===== config.mk =====
export PLATFORM = sky130hd
export DESIGN_NAME = mem_stage
export DESIGN_NICKNAME = d
export VERILOG_FILES = /design/src/rtl/mem_stage_pkg.sv /design/src/rtl/mem_align.sv /design/src/rtl/mem_stage.sv
export SDC_FILE = /design/constraint.sdc
export NUM_CORES = 1
export LEC_CHECK = 0
export CORE_AREA = 4 4 321 323
export DETAILED_ROUTE_END_ITERATION = 10
export DIE_AREA = 0 0 325 327
export PLACE_DENSITY = 0.42
export SYNTH_ARGS = -nofsm -noshare
export SYNTH_HDL_FRONTEND = slang
export SYNTH_SLANG_ARGS = --single-unit

===== constraint.sdc =====
create_clock -name clk -period 3.7 [get_ports clk]
set_input_delay 0.37 -clock clk [delete_from_list [all_inputs] [get_ports clk]]
set_output_delay 0.37 -clock clk [all_outputs]
set_load 0.02 [all_outputs]

===== src/rtl/mem_stage_pkg.sv =====
// Shared pipeline types for the memory-access stage: control/bus structs,
// the MEM FSM state enum and the MemSize to bus-size mapping.
package mem_stage_pkg;

  typedef enum logic [1:0] {
    MSIZE1 = 2'd0,
    MSIZE2 = 2'd1,
    MSIZE4 = 2'd2,
    MSIZE8 = 2'd3
  } msize_t;

  typedef enum logic [1:0] {
    MEM_B = 2'd0,
    MEM_H = 2'd1,
    MEM_W = 2'd2,
    MEM_D = 2'd3
  } MemSizeType;

  typedef enum logic [2:0] {
    WBNoHandle = 3'd0,
    WB_7       = 3'd1,
    WB_7_sext  = 3'd2,
    WB_15      = 3'd3,
    WB_15_sext = 3'd4,
    WB_31      = 3'd5,
    WB_31_sext = 3'd6,
    WB_63      = 3'd7
  } WBType;

  typedef enum logic {
    IDLE = 1'b0,
    REQ  = 1'b1
  } mem_state_t;

  typedef struct packed {
    logic       RegWrite;
    logic       MemRead;
    logic       MemWrite;
    MemSizeType MemSize;
    WBType      wbType;
  } control_t;

  typedef struct packed {
    logic        valid;
    logic [63:0] pc;
    logic [31:0] raw_instr;
    control_t    ctl;
    logic [4:0]  dst;
    logic [63:0] alu_out;
    logic [63:0] rd2;
    logic [11:0] csr;
    logic [63:0] csr_rdata;
  } execute_data_t;

  typedef struct packed {
    logic        valid;
    logic [63:0] pc;
    logic [31:0] raw_instr;
    control_t    ctl;
    logic [4:0]  dst;
    logic [63:0] alu_out;
    logic [63:0] MemReadData;
    logic        skip;
    logic [11:0] csr;
    logic [63:0] csr_rdata;
  } memory_data_t;

  typedef struct packed {
    logic        valid;
    logic [63:0] addr;
    msize_t      size;
    logic [7:0]  strobe;
    logic [63:0] data;
  } dbus_req_t;

  typedef struct packed {
    logic        addr_ok;
    logic        data_ok;
    logic [63:0] data;
  } dbus_resp_t;

  function automatic msize_t to_msize(input MemSizeType s);
    msize_t m;
    case (s)
      MEM_B:   m = MSIZE1;
      MEM_H:   m = MSIZE2;
      MEM_W:   m = MSIZE4;
      MEM_D:   m = MSIZE8;
      default: m = MSIZE8;
    endcase
    return m;
  endfunction

endpackage


===== src/rtl/mem_align.sv =====
// Byte-lane alignment for the data bus: store strobe/data placement and
// load shift plus zero/sign extension. Purely combinational.
module mem_align
  import mem_stage_pkg::*;
(
  input  logic [2:0]  st_off,
  input  msize_t      st_size,
  input  logic        st_write,
  input  logic [63:0] rd2,
  output logic [7:0]  strobe,
  output logic [63:0] wdata,
  input  logic [2:0]  ld_off,
  input  WBType       wb_type,
  input  logic [63:0] rdata,
  output logic [63:0] rdata_fmt
);

  logic [63:0] shifted_s;

  // Store side: lane strobe from size/offset, data moved up to its byte lane
  always_comb begin
    strobe = 8'h00;
    if (st_write) begin
      case (st_size)
        MSIZE1:  strobe = 8'h01 << st_off;
        MSIZE2:  strobe = 8'h03 << st_off;
        MSIZE4:  strobe = 8'h0F << st_off;
        MSIZE8:  strobe = 8'hFF;
        default: strobe = 8'hFF;
      endcase
    end else begin
      strobe = 8'h00;
    end
    wdata = rd2 << {st_off, 3'b000};
  end

  assign shifted_s = rdata >> {ld_off, 3'b000};

  // Load side: bring the addressed bytes to bit 0, then extend to 64 bits
  always_comb begin
    rdata_fmt = shifted_s;
    case (wb_type)
      WB_7:       rdata_fmt = {56'd0, shifted_s[7:0]};
      WB_7_sext:  rdata_fmt = {{56{shifted_s[7]}}, shifted_s[7:0]};
      WB_15:      rdata_fmt = {48'd0, shifted_s[15:0]};
      WB_15_sext: rdata_fmt = {{48{shifted_s[15]}}, shifted_s[15:0]};
      WB_31:      rdata_fmt = {32'd0, shifted_s[31:0]};
      WB_31_sext: rdata_fmt = {{32{shifted_s[31]}}, shifted_s[31:0]};
      WB_63:      rdata_fmt = shifted_s;
      WBNoHandle: rdata_fmt = shifted_s;
      default:    rdata_fmt = shifted_s;
    endcase
  end

endmodule


===== src/rtl/mem_stage.sv =====
// RV64 memory-access stage: one data-bus transaction per memory op, upstream
// stall while it is outstanding, and the MEM/WB pipeline register.
module mem_stage
  import mem_stage_pkg::*;
#(
  parameter int MMIO_BIT = 31
) (
  input  logic          clk,
  input  logic          reset,
  input  execute_data_t dataE,
  output dbus_req_t     dreq,
  input  dbus_resp_t    dresp,
  output memory_data_t  dataM,
  output logic          stall_mem
);

  mem_state_t   state_r;
  mem_state_t   state_s;
  dbus_req_t    req_r;
  WBType        wb_r;
  logic         load_r;
  memory_data_t mem_r;

  logic         mem_op_s;
  logic         issue_s;
  logic         done_s;
  logic         pass_s;
  msize_t       size_s;
  logic [7:0]   strobe_s;
  logic [63:0]  wdata_s;
  logic [63:0]  rdata_fmt_s;
  logic         unused_addr_ok;

  assign unused_addr_ok = dresp.addr_ok;
  assign mem_op_s       = dataE.valid & (dataE.ctl.MemRead | dataE.ctl.MemWrite);
  assign size_s         = to_msize(dataE.ctl.MemSize);

  mem_align u_align (
    .st_off    (dataE.alu_out[2:0]),
    .st_size   (size_s),
    .st_write  (dataE.ctl.MemWrite),
    .rd2       (dataE.rd2),
    .strobe    (strobe_s),
    .wdata     (wdata_s),
    .ld_off    (req_r.addr[2:0]),
    .wb_type   (wb_r),
    .rdata     (dresp.data),
    .rdata_fmt (rdata_fmt_s)
  );

  // FSM state register
  always_ff @(posedge clk or negedge reset) begin
    if (!reset) begin
      state_r <= IDLE;
    end else begin
      state_r <= state_s;
    end
  end

  // FSM next state
  always_comb begin
    state_s = state_r;
    case (state_r)
      IDLE:    state_s = mem_op_s ? REQ : IDLE;
      REQ:     state_s = dresp.data_ok ? IDLE : REQ;
      default: state_s = IDLE;
    endcase
  end

  // FSM outputs; stall is forced low while reset is held so nothing upstream freezes
  always_comb begin
    issue_s = 1'b0;
    done_s  = 1'b0;
    pass_s  = 1'b0;
    case (state_r)
      IDLE: begin
        issue_s = mem_op_s;
        pass_s  = dataE.valid & ~mem_op_s;
      end
      REQ: begin
        done_s = dresp.data_ok;
      end
      default: begin
        issue_s = 1'b0;
      end
    endcase
    stall_mem = reset & (issue_s | ((state_r == REQ) & ~dresp.data_ok));
  end

  // Request registers: loaded on issue, held through REQ, cleared on data_ok
  always_ff @(posedge clk or negedge reset) begin
    if (!reset) begin
      req_r  <= '0;
      wb_r   <= WBNoHandle;
      load_r <= 1'b0;
    end else if (issue_s) begin
      req_r.valid  <= 1'b1;
      req_r.addr   <= dataE.alu_out;
      req_r.size   <= size_s;
      req_r.strobe <= strobe_s;
      req_r.data   <= wdata_s;
      wb_r         <= dataE.ctl.wbType;
      load_r       <= dataE.ctl.MemRead;
    end else if (done_s) begin
      req_r <= '0;
    end else begin
      req_r <= req_r;
    end
  end

  assign dreq = req_r;

  // MEM/WB register: one valid pulse per instruction
  always_ff @(posedge clk or negedge reset) begin
    if (!reset) begin
      mem_r <= '0;
    end else begin
      mem_r.valid <= pass_s | done_s;
      if (pass_s | done_s) begin
        mem_r.pc          <= dataE.pc;
        mem_r.raw_instr   <= dataE.raw_instr;
        mem_r.ctl         <= dataE.ctl;
        mem_r.dst         <= dataE.dst;
        mem_r.alu_out     <= dataE.alu_out;
        mem_r.csr         <= dataE.csr;
        mem_r.csr_rdata   <= dataE.csr_rdata;
        mem_r.MemReadData <= (done_s & load_r) ? rdata_fmt_s : 64'd0;
        mem_r.skip        <= done_s & ~req_r.addr[MMIO_BIT];
      end else begin
        mem_r.MemReadData <= mem_r.MemReadData;
      end
    end
  end

  assign dataM = mem_r;

endmodule


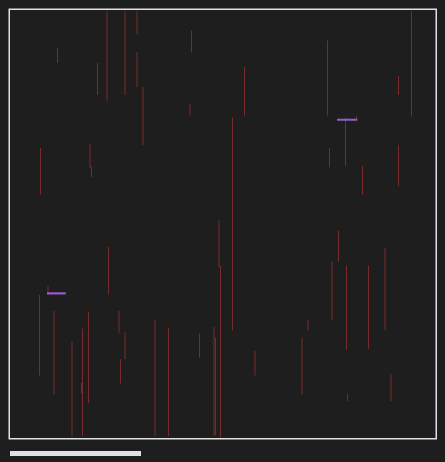
run_1/layers.png
Bar = 100 µm. Two of the layers only.
| layer | colour | wire length |
|---|---|---|
| M4 | red | 2110 µm |
| M5 | purple | 26.7 µm |

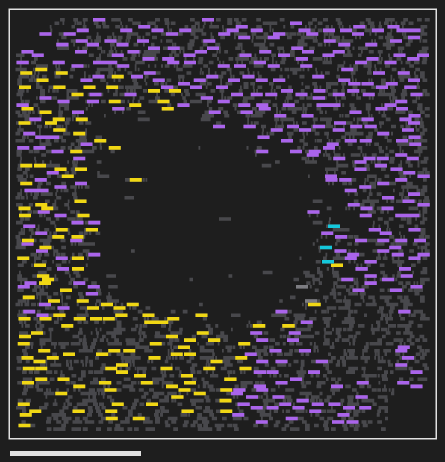
run_1/ff_map.png
Bar = 100 µm. Other sequential cells in the stronger grey, the rest of the logic in the fainter grey.
| netlist name | colour | placed flops |
|---|---|---|
| `wb_r` | cyan | 3 |
| `dreq` | yellow | 139 |
| `dataM` | purple | 315 |
not coloured: 2

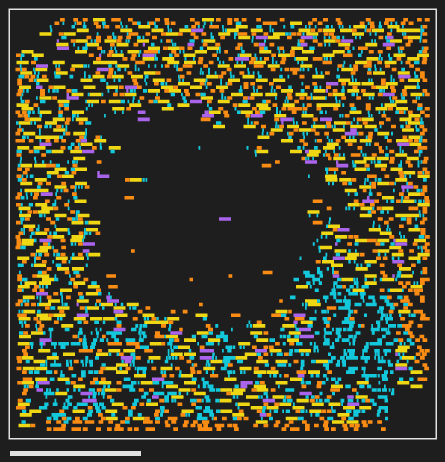
run_1/class_map.png
Bar = 100 µm.
| class | colour | cells |
|---|---|---|
| clock drivers and dummy loads | purple | 101 |
| remaining logic cells | cyan | 1693 |
| registers | yellow | 459 |
| remaining buffers and delay cells | orange | 880 |
flop share of the area: 0.354
final design utilization: 0.325
Rows: 116
core area: 99900 µm²

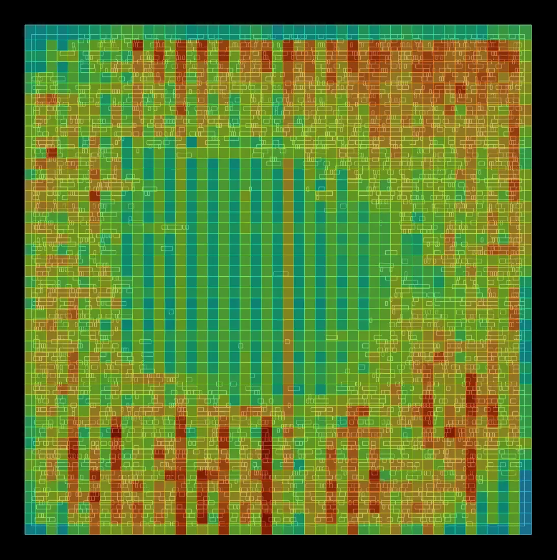
run_1/congestion_map.png
met2 GRT Util: 0.316
DR WL/cell: 22.9 µm
met1 Usage GRT: 0.227
grt peak-use layer: met2

==> flow_summary.json, run 1 <==
{
  "outcome": "complete, no violations",
  "tightest_slew_ns": 0.990,
  "slew_headroom": 0.340,
  "num-nets-final": 3477,
  "yosysSeqAreaShare": 0.553,
  "numPortBuffers": 835,
  "synthXorXnorAreaFrac": 0.000422,
  "common_cells": "1027 x nand2_1, 459 x dfrtp_1, 111 x nand3_1, 109 x mux2i_1, 96 x o21ai_0",
  "most_common_cell": "nand2_1",
  "clock_latency_ns": 0.64,
  "drt-total-wl_mm": 101,
  "max_stage_delay_ns": 0.66,
  "ys_sh_adder": 0.00241,
  "cp_top_family": "simple AND/OR/NAND/NOR gates",
  "initial_core_util": 0.208,
  "ys.flop_type": "dfrtp_1",
  "aoi_share": 0.0900,
  "warnings": 42,
  "io_pins": 837,
  "synth_warnings": 0,
  "drive_gt1_frac": 0.0587,
  "syn_avg_cell_area_um2": 8.96,
  "start_kind": "register",
  "chip_area_um2": 106000,
  "synth_stat.cells": 2316,
  "numCtsBuffers": 57,
  "antenna_found_initial": 11,
  "grt_pass1_wl_mm": 147,
  "critPathSlowestCell": "clkdlybuf4s50_1",
  "fin_ws_ns": 0.421,
  "worst-path-buf-inv": 1,
  "top_cells_by_area": "dfrtp_1 55%, nand2_1 19%, mux2i_1 5.3%, nand3_1 2.7%, o21ai_0 2.3%",
  "ir_drop_mv": 0.363,
  "fp.dieW_um": 325,
  "crit_arrival_ns": 2.91,
  "top_logic_kind": "simple AND/OR/NAND/NOR gates",
  "overflow": 0,
  "fin_crit_ns": 3.28,
  "grt_pass1_vias": 19800,
  "fp_nets": 2702,
  "critPathRequiredTime_ns": 3.33,
  "criticalPathCategory": "register to output port"
}
-- run 1: cell type report --
cell class / count / area (µm²) / share of cell area
clock buffers: 84 / 1690 / 0.0520
multi-input cells: 1678 / 8490 / 0.261
repair buffers: 880 / 8910 / 0.274
inverters: 15 / 63.8 / 0.00196
well taps: 1298 / 1620 / 0.0500
flip-flops and latches: 459 / 11500 / 0.354
diodes: 6 / 15.0 / 0.000462
clock inverters: 17 / 199 / 0.00613
-- run 1: kinds of logic after synthesis --
logic type | count (synthesis)
multiplexers | 128
adder cells (fa/ha/maj) | 4
flip-flops | 459
AND/OR/NAND/NOR | 1260
buffers and inverters | 179
XOR/XNOR | 1
AND-OR/OR-AND | 285
-- run 1: report_power, final --
group / switching [µW] / internal [µW] / leakage (µW)
combinational: 4210 / 3210 / 0.00820
sequential: 714 / 6200 / 0.00584
clock: 2380 / 3300 / 0.000927
-- run 1: state kept, by name, summed over array words and instances, names as in the netlist --
| register | cells |
|---|---|
| dataM | 315 |
| dreq | 139 |
| load_r | 1 |
| state_r | 1 |
| wb_r | 3 |
-- run 1: per-stage QoR --
stage	total power, µW	std cells	area [µm²]	hold WS, ns
2_1_floorplan	10300	2316	20800	0.0744
3_3_place_gp	14500	4329	30600	0.308
3_5_place_dp	14500	4329	30600	0.307
4_1_cts	20400	4431	32500	0.174
5_1_grt	21200	4434	32500	0.189
6_report	20000	4437	32500	0.233
-- run 1: worst max path at each step --
stage	startpoint	to	slack, ns	depth (start not counted)
after global placement	dataE[313]	dreq[9]$_DFFE_PN0P_	0.66	6
after CTS	state_r$_DFF_PN0_	stall_mem	0.38	5
after detailed placement	dataE[313]	dreq[12]$_DFFE_PN0P_	0.68	6
after floorplan	dreq[75]$_DFFE_PN0P_	dataM[108]$_DFFE_PN0P_	1.75	7
after global routing	state_r$_DFF_PN0_	stall_mem	0.27	5
final	state_r$_DFF_PN0_	stall_mem	0.42	5
-- run 1: worst reg2reg max path, stage by stage, from the launching register on --
cell	delay, ns
dfrtp_1	0.44
nor2b_1	0.51
o21ai_4	0.21
nor2_2	0.63
nand2_1	0.50
o21ai_0	0.30
-- run 1: routing by layer --
metal / GRT usage / routed length, µm
met1: 0.227 / 42300
met2: 0.316 / 49700
met3: 0.0589 / 7370
met4: 0.0422 / 2110
met5: 0 / 26
-- run 1: repair_timing --
item	in CTS	in global routing
buffers inserted	0	0
resized	0	0
setup endpoints to repair	0	0
endpoints found under the hold margin	29	0
hold buffers	1	0
-- run 1: cells in the final DEF, fill, tap and decap left out, types with 16 or more instances in the layout --
cell,instances
nand2_1,1026
clkdlybuf4s50_1,832
dfrtp_1,456
nand3_1,111
mux2i_1,109
o21ai_0,96
clkbuf_16,57
nor2_1,39
a21oi_1,38
buf_4,28
a211oi_1,26
nand2b_1,23
a22oi_1,23
a22o_1,20
o22ai_1,17
buf_12,17
a31oi_1,16
clkbuf_8,16
## Run 2: what changed since run 1
CORE_AREA = 4 4 323 325   (was 4 4 321 323)
DIE_AREA = 0 0 327 329   (was 0 0 325 327)
==> flow_summary.json, run 2 <==
{
  "outcome": "complete, no violations",
  "crit_arrival_ns": 2.88,
  "tightest_slew_ns": 1.27,
  "most_common_cell": "nand2_1",
  "fin_ws_ns": 0.450,
  "grt_pass1_vias": 19400,
  "ys.flop_type": "dfrtp_1",
  "num-nets-final": 3475,
  "layout_top_cell": "nand2_1",
  "fp_nets": 2702,
  "critPathRequiredTime_ns": 3.33,
  "top_cells_by_area": "dfrtp_1 55%, nand2_1 19%, mux2i_1 5.3%, nand3_1 2.7%, o21ai_0 2.3%",
  "worst-path-buf-inv": 1,
  "io_pins": 837,
  "slew_headroom": 0.154,
  "ir_drop_mv": 0.288,
  "max_stage_delay_ns": 0.67,
  "stdcell_count": 4518,
  "fp-row-count": 117,
  "cp_top_family": "buffers and inverters",
  "core_um2": 101000,
  "syn_avg_cell_area_um2": 8.96,
  "edf_count": 0,
  "critPathSlowestCell": "clkdlybuf4s50_1",
  "yosys.area.top_type": "dfrtp_1",
  "synth_warnings": 0,
  "drive_gt1_frac": 0.0587,
  "clock_latency_ns": 0.64,
  "place_congestion": 0.838,
  "place_inst": 4397,
  "initial_core_util": 0.205,
  "ys.flops": 459,
  "start_kind": "register",
  "numPortBuffers": 835,
  "grt_pass1_wl_mm": 144,
  "cts_resized": 0,
  "common_cells": "1027 x nand2_1, 459 x dfrtp_1, 111 x nand3_1, 109 x mux2i_1, 96 x o21ai_0",
  "chip_area_um2": 108000,
  "overflow": 0,
  "antenna_found_initial": 20,
  "fin_crit_ns": 3.25,
  "largest_reg_flops": 315,
  "numCtsBuffers": 57,
  "warnings": 43,
  "fp.dieW_um": 327,
  "criticalPathCategory": "register to output port",
  "synth_stat.cells": 2316,
  "post-cts-setup-buffers": 0,
  "startpoint": "state_r$_DFF_PN0_"
}
## run 2: worst reg2reg max path: stages, from the launching register on
cell and delay, ns:
dfrtp_1 0.44, nor2b_1 0.49, nor2b_4 0.61, nand3_1 0.59
o211ai_1 0.39
## run 2: final cells by class
type / count / area [µm²]
fill: 10700 / 68900
tap: 1368 / 1710
inverter: 15 / 63.8
multi-input combinational: 1678 / 8490
timing repair buffer: 878 / 8770
sequential: 459 / 11500
antenna: 15 / 37.5
clock inverter: 22 / 345
clock buffer: 83 / 1650
## run 2: cells by family after synthesis
| kind of cell | after synthesis | share of synthesized area |
|---|---|---|
| AOI/OAI and AO/OA | 285 | 0.0900 |
| and+or+nand+nor | 1260 | 0.246 |
| adders and majority gates | 4 | 0.00241 |
| muxes | 128 | 0.0679 |
| buffers and inverters | 179 | 0.0400 |
| DFF | 459 | 0.553 |
| xor gates and xnor gates | 1 | 0.000422 |
## run 2: what timing repair did
item | in CTS | in global routing
endpoints found under the hold margin | 23 | 0
hold buffers | 1 | 0
endpoints found under the setup margin | 0 | 0
## run 2: metrics by stage
stage / power, µW / hold WS, ns / instance area (µm²)
after floorplan: 10300 / 0.0744 / 20800
after global placement: 14500 / 0.277 / 30500
after detailed placement: 14500 / 0.278 / 30500
after CTS: 20700 / 0.198 / 32500
after global routing: 21400 / 0.218 / 32600
final: 20300 / 0.225 / 32600
## run 2: worst max-delay path by stage
stage	to	slack (ns)	cells after the start
4_1_cts	stall_mem	0.34	5
3_5_place_dp	stall_mem	0.68	6
6_report	stall_mem	0.45	5
5_1_grt	stall_mem	0.15	5
2_1_floorplan	dataM[108]$_DFFE_PN0P_	1.75	7
3_3_place_gp	stall_mem	0.71	6
## run 2: per-layer routing
metal	routed length [µm]	global-route usage
met1	41200	0.220
met2	48500	0.295
met3	8000	0.0602
met4	2730	0.0602
met5	28	0
## run 2: report_power, final
part	switching [µW]	internal, µW	total (µW)
Sequential	708	6200	6910
Combinational	4180	3180	7360
Clock	2370	3660	6030
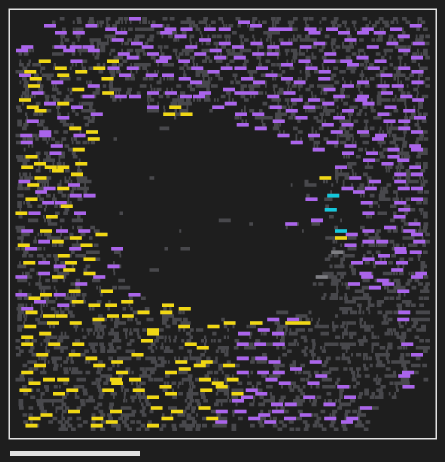
run_2/ff_map.png
Bar = 100 µm. Other sequential cells in the stronger grey, the rest of the logic in the fainter grey.
| netlist name | colour | placed flops |
|---|---|---|
| `wb_r` | cyan | 3 |
| `dreq` | yellow | 139 |
| `dataM` | purple | 315 |

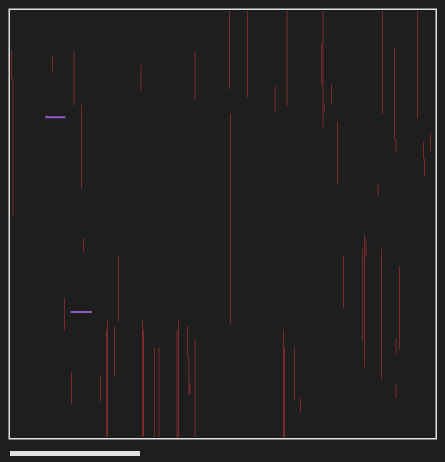
run_2/layers.png
Bar = 100 µm. Two of the layers only.
| layer | colour | wire length |
|---|---|---|
| M5 | purple | 28.5 µm |
| M4 | red | 2730 µm |
routed wire length: 101 mm
GRT Resource Usage Total: 0.179
DR vias: 19300

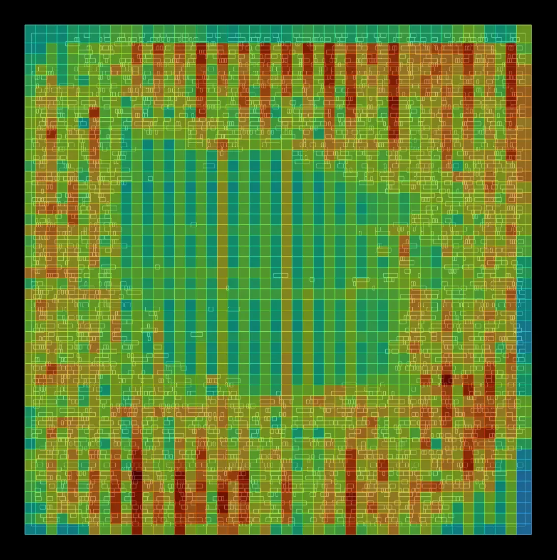
run_2/congestion_map.png
final design utilization: 0.321
met2 GRT Util: 0.295
DR WL/cell: 22.3 µm
met3 usage: 0.0602
met1 Usage GRT: 0.220

Power is estimated from default activity; no workload was simulated.
